--- config.mk ---
export PLATFORM = sky130hd
export DESIGN_NAME = note_motion_fsm
export DESIGN_NICKNAME = d
export VERILOG_FILES = /design/src/rtl/note_motion_fsm_pkg.sv /design/src/rtl/note_classifier.sv /design/src/rtl/note_motion_fsm.sv
export SDC_FILE = /design/constraint.sdc
export NUM_CORES = 1
export LEC_CHECK = 0
export CAP_MARGIN = 20
export CORE_MARGIN = 2
export CORE_UTILIZATION = 35
export DETAILED_ROUTE_END_ITERATION = 16
export MAX_ROUTING_LAYER = met4
export PLACE_DENSITY = 0.62
export SLEW_MARGIN = 20
export SYNTH_ARGS = -nofsm -noshare
export SYNTH_HDL_FRONTEND = slang
export SYNTH_HIERARCHICAL = 1
export SYNTH_SLANG_ARGS = --single-unit
--- constraint.sdc ---
create_clock -name clock -period 3.7 [get_ports clock]
set_clock_uncertainty 0.05 [all_clocks]
set_input_delay 0.555 -clock clock [delete_from_list [all_inputs] [get_ports clock]]
set_output_delay 0.555 -clock clock [all_outputs]
set_load 0.02 [all_outputs]
--- src/rtl/note_motion_fsm_pkg.sv ---
// Shared types for the note-driven motion controller: FSM state encoding
// and move direction.
package note_motion_fsm_pkg;

  typedef enum logic [1:0] {
    ST_IDLE     = 2'd0,
    ST_MOVE_L   = 2'd1,
    ST_MOVE_R   = 2'd2,
    ST_COOLDOWN = 2'd3
  } state_t;

  typedef enum logic [1:0] {
    DIR_NONE  = 2'd0,
    DIR_LEFT  = 2'd1,
    DIR_RIGHT = 2'd2
  } dir_t;

  function automatic int max2(input int a, input int b);
    return (a > b) ? a : b;
  endfunction

endpackage

--- src/rtl/note_classifier.sv ---
// Combinational note classifier: high codes move left, low non-zero codes
// move right, everything else (including rest) is dead.
module note_classifier
  import note_motion_fsm_pkg::*;
#(
  parameter int NOTE_W    = 6,
  parameter int LEFT_MIN  = 15,
  parameter int RIGHT_MAX = 7
) (
  input  logic [NOTE_W-1:0] note,
  output dir_t              cls
);

  localparam logic [NOTE_W-1:0] LMIN = NOTE_W'(LEFT_MIN);
  localparam logic [NOTE_W-1:0] RMAX = NOTE_W'(RIGHT_MAX);

  always_comb begin
    cls = DIR_NONE;
    if (note >= LMIN) begin
      cls = DIR_LEFT;
    end else if ((note != '0) && (note <= RMAX)) begin
      cls = DIR_RIGHT;
    end
  end

endmodule

--- src/rtl/note_motion_fsm.sv ---
// Note-driven motion FSM: turns accepted notes into fixed-length left/right
// pulses separated by a cooldown, with a one-entry queue for notes seen while busy.
module note_motion_fsm
  import note_motion_fsm_pkg::*;
#(
  parameter int NOTE_W    = 6,
  parameter int LEFT_MIN  = 15,
  parameter int RIGHT_MAX = 7,
  parameter int PULSE_LEN = 4,
  parameter int COOLDOWN  = 2,
  parameter int CNT_W     = 8
) (
  input  logic              clock,
  input  logic              reset,
  input  logic              note_valid,
  input  logic [NOTE_W-1:0] note_in,
  output logic              move_left,
  output logic              move_right,
  output logic              busy,
  output logic              pending,
  output logic              overwrite,
  output logic [CNT_W-1:0]  move_count
);

  localparam int TMR_W = $clog2(max2(PULSE_LEN, COOLDOWN)) + 1;
  localparam logic [TMR_W-1:0] PULSE_LD = TMR_W'(PULSE_LEN - 1);
  localparam logic [TMR_W-1:0] COOL_LD  = TMR_W'(COOLDOWN - 1);

  state_t             state, state_n;
  logic [TMR_W-1:0]   timer, timer_n;
  dir_t               pend_dir, pend_dir_n;
  logic               pending_n, overwrite_n;
  logic               cnt_inc;
  dir_t               go_dir;
  logic [NOTE_W-1:0]  last_note;
  logic               last_valid;
  dir_t               cls;
  logic               accept;

  note_classifier #(
    .NOTE_W   (NOTE_W),
    .LEFT_MIN (LEFT_MIN),
    .RIGHT_MAX(RIGHT_MAX)
  ) u_classifier (
    .note(note_in),
    .cls (cls)
  );

  // A held or repeated note only counts once; rests and dead notes never count.
  assign accept = note_valid && (cls != DIR_NONE) &&
                  (!last_valid || (note_in != last_note));

  assign busy = (state != ST_IDLE);

  always_comb begin
    state_n     = state;
    timer_n     = timer;
    pending_n   = pending;
    pend_dir_n  = pend_dir;
    overwrite_n = 1'b0;
    cnt_inc     = 1'b0;
    go_dir      = DIR_NONE;

    case (state)
      ST_IDLE: begin
        if (accept) begin
          go_dir    = cls;
          pending_n = 1'b0;
        end else if (pending) begin
          go_dir    = pend_dir;
          pending_n = 1'b0;
        end
      end
      ST_MOVE_L, ST_MOVE_R: begin
        if (timer == '0) begin
          state_n = ST_COOLDOWN;
          timer_n = COOL_LD;
        end else begin
          timer_n = timer - TMR_W'(1);
        end
      end
      ST_COOLDOWN: begin
        if (timer == '0) begin
          if (pending) begin
            go_dir    = pend_dir;
            pending_n = 1'b0;
          end else begin
            state_n = ST_IDLE;
          end
        end else begin
          timer_n = timer - TMR_W'(1);
        end
      end
      default: state_n = ST_IDLE;
    endcase

    if (go_dir != DIR_NONE) begin
      state_n = (go_dir == DIR_LEFT) ? ST_MOVE_L : ST_MOVE_R;
      timer_n = PULSE_LD;
      cnt_inc = 1'b1;
    end

    // Consumption above already cleared pending_n, so a note landing on the
    // consuming edge refills the slot without flagging an overwrite.
    if (busy && accept) begin
      overwrite_n = pending_n;
      pending_n   = 1'b1;
      pend_dir_n  = cls;
    end
  end

  always_ff @(posedge clock or posedge reset) begin
    if (reset) begin
      state      <= ST_IDLE;
      timer      <= '0;
      pending    <= 1'b0;
      pend_dir   <= DIR_NONE;
      overwrite  <= 1'b0;
      move_left  <= 1'b0;
      move_right <= 1'b0;
      move_count <= '0;
      last_note  <= '0;
      last_valid <= 1'b0;
    end else begin
      state      <= state_n;
      timer      <= timer_n;
      pending    <= pending_n;
      pend_dir   <= pend_dir_n;
      overwrite  <= overwrite_n;
      move_left  <= (state_n == ST_MOVE_L);
      move_right <= (state_n == ST_MOVE_R);
      move_count <= move_count + {{(CNT_W-1){1'b0}}, cnt_inc};
      if (accept) begin
        last_note  <= note_in;
        last_valid <= 1'b1;
      end
    end
  end

endmodule

### Power grid

Bar = 20 microns. Pins as bars on the die edge.
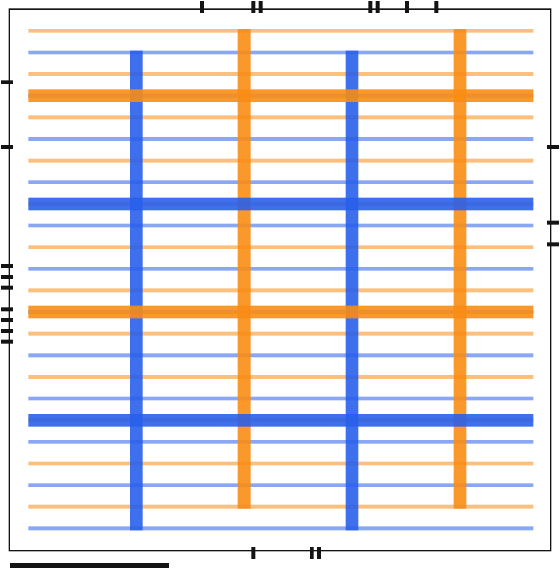
blue -> VSS
orange -> VDD
met5 straps = 4
signal pins = 22
floorplan die width: 67.9 microns
Placeable Area: 3970 sq um

### Cells coloured by class

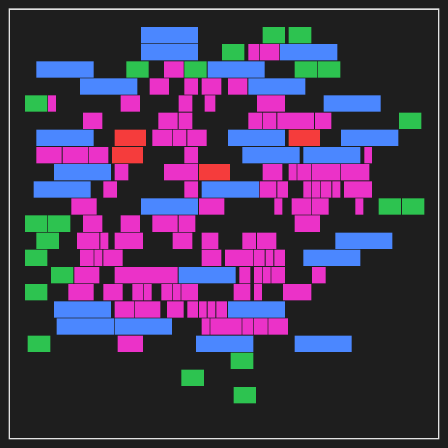
green -> remaining buffers and delay cells  # cells 21, share of their area 12%
red -> clock drivers and dummy loads  # cells 4, share of their area 3.3%
magenta -> remaining logic cells  # cells 99, share of their area 46%
blue -> registers  # cells 26, share of their area 39%
fraction of standard cell area that is sequential: 37.3%
core utilization of the finished layout: 44.0%
Non-Filler Cell Area, Final: 1750 sq um
num rows: 23

==> notes.md <==
Results of the flow run.

The flow ran to the end, and the final reports show no timing, DRC or antenna violations. The script computed the net switching share of total power as 39.2%. In the Yosys report the total cell count is 126. The worst hold path belongs to the class flip-flop to flip-flop. For this design, the CTS-stage hold fixing added 0 buffers. The share of the clock period used by the worst path after layout stands at 80.5%. The number of flip-flops and latches in the synthesized netlist stands at 26. Along the worst path, the maximum fanout reaches 10. The Yosys step of the flow raised 6 warnings. The first-pass GRT wire length stands at 4500 microns.

The share of total power dissipated in combinational logic is 50.5%. Per the CTS log, the root buffer master is sky130_fd_sc_hd__clkbuf_8. Per STA, the worst path is made up of clkdlybuf4s50_1 > nor3_2 > nor4_2 > o21ai_2 > a22oi_1 > o32ai_4 > a21o_4 > and2_1 > ha_1 > nand3_1 > xnor2_1. After synthesis, the cell types taking the most area are sky130_fd_sc_hd__dfrtp_1 (46%), sky130_fd_sc_hd__xnor2_1 (7.4%), sky130_fd_sc_hd__mux2_2 (7.1%), sky130_fd_sc_hd__ha_1 (5.3%), sky130_fd_sc_hd__and3_1 (2.2%). For this design the static power due to leakage is 0.739 nW. 0 antenna diodes ended up in the layout. The path depth of the worst reg2reg path stands at 10. The timing-limited maximum frequency stands at 0.336 GHz.

The required time of the critical path stands at 3.85 ns. The met1 track utilization from global routing stands at 17.7%. Each instance of the synthesized netlist takes up on average 11.3 sq um. The share of cells above drive strength 1 stands at 14.7%.

The number of failing setup endpoints in the final timing report stands at 0. In this run, the synthesized area fraction spent on xor and xnor cells is recorded as 9.11%. Per the hold report, the tightest min-delay path originates at last_valid$_DFFE_PP0P_.

Walking the critical path from launch to capture passes 11 cell instances. The routed length per instance stands at 13.8 microns. The mapped netlist covers 1430 sq um. Per STA, the startpoint of the critical path is note_in[1]. The number of antenna violations at the first check in global routing stands at 0. Per STA, the endpoint of the critical path is move_count[4]$_DFF_PP0_. The arithmetic-cell share of the synthesized area counting full adders, half adders and majority gates stands at 5.25%.

The detail route stage leaves a number of antenna-violating nets equal to 0. For reference, the final report shows the hold violation count at 0. Input and output buffers added on the ports amount to 21. Pin placement for this block handled 22 I/O pins.

After global routing, the most crowded layer is met2. The capture point of the worst register-to-register path is recorded as move_count[4]$_DFF_PP0_. The minimum setup slack among reg-to-reg paths stands at 0.89 ns. Sequential cells account for 35.0% of the total power. The via count of the first global-routing pass stands at 966. In this run the critical register-to-register path is launched from state[0]$_DFF_PP0_. The timing report attributes the biggest portion of critical-path delay to AND-OR/OR-AND gates. Of the total synthesized cell area, the portion taken by AND, OR, NAND and NOR gates is 15.4%. In the final layout, the registers with the most flip-flops are move_count x8, last_note x6, timer x3.

Post-synth the commonest register cell is sky130_fd_sc_hd__dfrtp_1. Counting instances, the worst hold path has a depth of 1. The DRC violation count after routing stands at 0. Per the cell usage report, the commonest logic cell in the layout is sky130_fd_sc_hd__dfrtp_1. The power consumed by sequential cells stands at 448 uW. The worst setup path is of the primary input to flip-flop kind. Per the detail_route report, the via count comes to 1024. Per the detailed-route log, wirelength across all metal layers totals 2750 microns.

The most common cell in the synthesized netlist is sky130_fd_sc_hd__dfrtp_1. The combinational-cell power consumption stands at 648 uW. Entering global routing, the biggest net connects 27 pins.

The total die size stands at 4610 sq um. The first-iteration detailed-routing DRC count stands at 48. The analysis attributes to net switching a power of 502 uW. The worst slew margin relative to its limit stands at 37.4%. In the final design database the tool counted 166 nets. TritonCTS built the clock tree. The met3 track demand over resource stands at 3.95%.

The initial standard-cell utilization of the core stands at 36.0%. The cell count after synthesis came out at 126. Setup repair after global routing left no endpoint under its margin. The number of buffers and inverters on the critical path stands at 1. The area added between synthesis and finish stands at 22.2%. Per the GRT congestion report, total overflow comes to 0. Internal power comes to 779 uW. Looking at the max-slew report, the worst-margin pin has a slew of 0.934 ns. The final max-slew violation count recorded for this run is 0.

After synthesis, the share of cell area in mux cells is 7.09%. The critical path's slowest stage uses the library cell sky130_fd_sc_hd__clkdlybuf4s50_1. The biggest slice of the total power is consumed by combinational logic. Across the run, the number of max-cap violations was 0. The highest metal layer carrying signal wires in the routed design is met4. STA classifies the critical path startpoint as a primary input.

The register with the most flip-flops in the final layout is move_count. Global routing used 21.2% of the available met2 tracks. The sum of net half-perimeters after detailed placement stands at 2060 microns. At the worst endpoint, the arrival time is 3.13 ns. After layout, the minimum clock period comes to 2.98 ns. The first detailed-routing pass ran for 4 iterations.

Gates resized during post-CTS repair numbered 0. The global placement routability congestion stands at 0.772. The script computed a power per unit cell area of 734 nW/um^2. Per the cell usage report, the commonest logic cells after layout are sky130_fd_sc_hd__dfrtp_1 (26), sky130_fd_sc_hd__clkdlybuf4s50_1 (21), sky130_fd_sc_hd__xnor2_1 (12). The delay of the slowest cell on the worst path stands at 0.56 ns.

The largest total area in the synthesized netlist belongs to sky130_fd_sc_hd__dfrtp_1. For this run, the detailed router reports a per-instance via density of 5.12. The worst setup path is captured at a flip-flop.

After synthesis, the netlist uses 39 different library cells. The wire length on met2 stands at 1320 microns. The post-synth count of flops with an enable pin is 0. Per the TritonCTS log, the buffer count is 3. Per the power-grid run, VDD falls by no more than 0.327 mV. The synthesized design devotes to its leading area cell type 45.5% of total area.

In the final timing run, aggregate negative setup slack is 0 ns. The register with the most flip-flops in the layout has 8 of them. The wire length on met1 stands at 1320 microns. The total tool warning count stands at 28. Detailed routing placed a total of 96 microns of wire on met3.

Counting every sink on the clock net gives 26. The share of the yosys chip area belonging to registers stands at 45.5%. STA shows the worst min-delay path finishing at last_valid$_DFFE_PP0P_. The CTS H-tree depth stands at 1. Among the non-sequential cells, simple AND/OR/NAND/NOR gates take the most area. The floorplan net count stands at 141. The post-synth area from yosys stat stands at 1430 sq um. The synthesis report gives the async set-or-reset register share as 100%. The area fraction in compound gates after synthesis stands at 14.7%. The clock-pin slew on the worst setup and hold paths stands at 0.09 ns. The post-placement cell area is 1690 sq um.

Global routing used 13.4% of the available tracks across all layers. CTS reports a maximum clock tree buffer depth of 2. Sorting the synthesized cells by how often they occur yields sky130_fd_sc_hd__dfrtp_1 (26), sky130_fd_sc_hd__xnor2_1 (12), sky130_fd_sc_hd__mux2_2 (9).

The setup fix buffers added after clock tree synthesis stands at 0.
### Routed clock nets over the placement

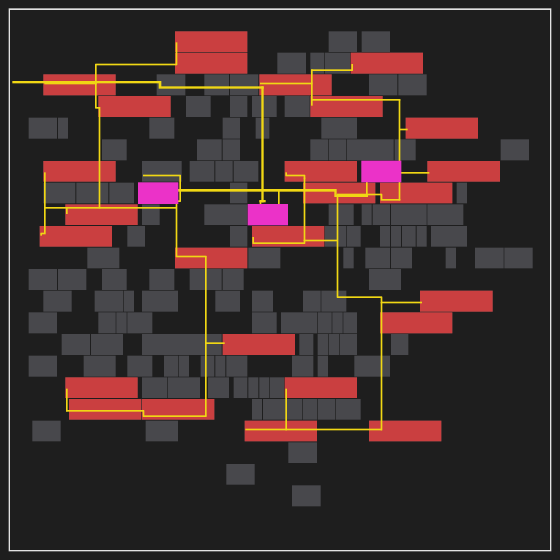
red -> flip-flops  # count 26
yellow -> clock wires  # length 351 microns
magenta -> clock-net drivers  # count 3
routed clock nets = 4
clock network fraction of total power: 14.5%
clock latency of the later-clocked register in the worst-skew pair: 0.27 ns
Clk power: 186 uW

[cell type report]
| class | instances | area (sq um) |
|---|---|---|
| fill | 366 | 2230 |
| multi-input combinational | 91 | 737 |
| sequential | 26 | 651 |
| timing repair buffer | 21 | 210 |
| tap | 50 | 62.6 |
| clock buffer | 4 | 55.1 |
| inverter | 8 | 30.0 |
[through the flow]
step           hold slack [ns]  power, mW  setup WS [ns]  cells  util, %
4_1_cts                  0.426       1.29          0.700    200     44.0
3_3_place_gp             0.409       1.09          0.544    196     42.6
2_1_floorplan            0.384      0.916           1.10    126        -
5_1_grt                  0.465       1.38          0.525    200     44.0
6_report                 0.427       1.28          0.723    200     44.0
3_5_place_dp             0.405       1.10          0.455    196     42.6
Power and IR drop assume default switching activity.
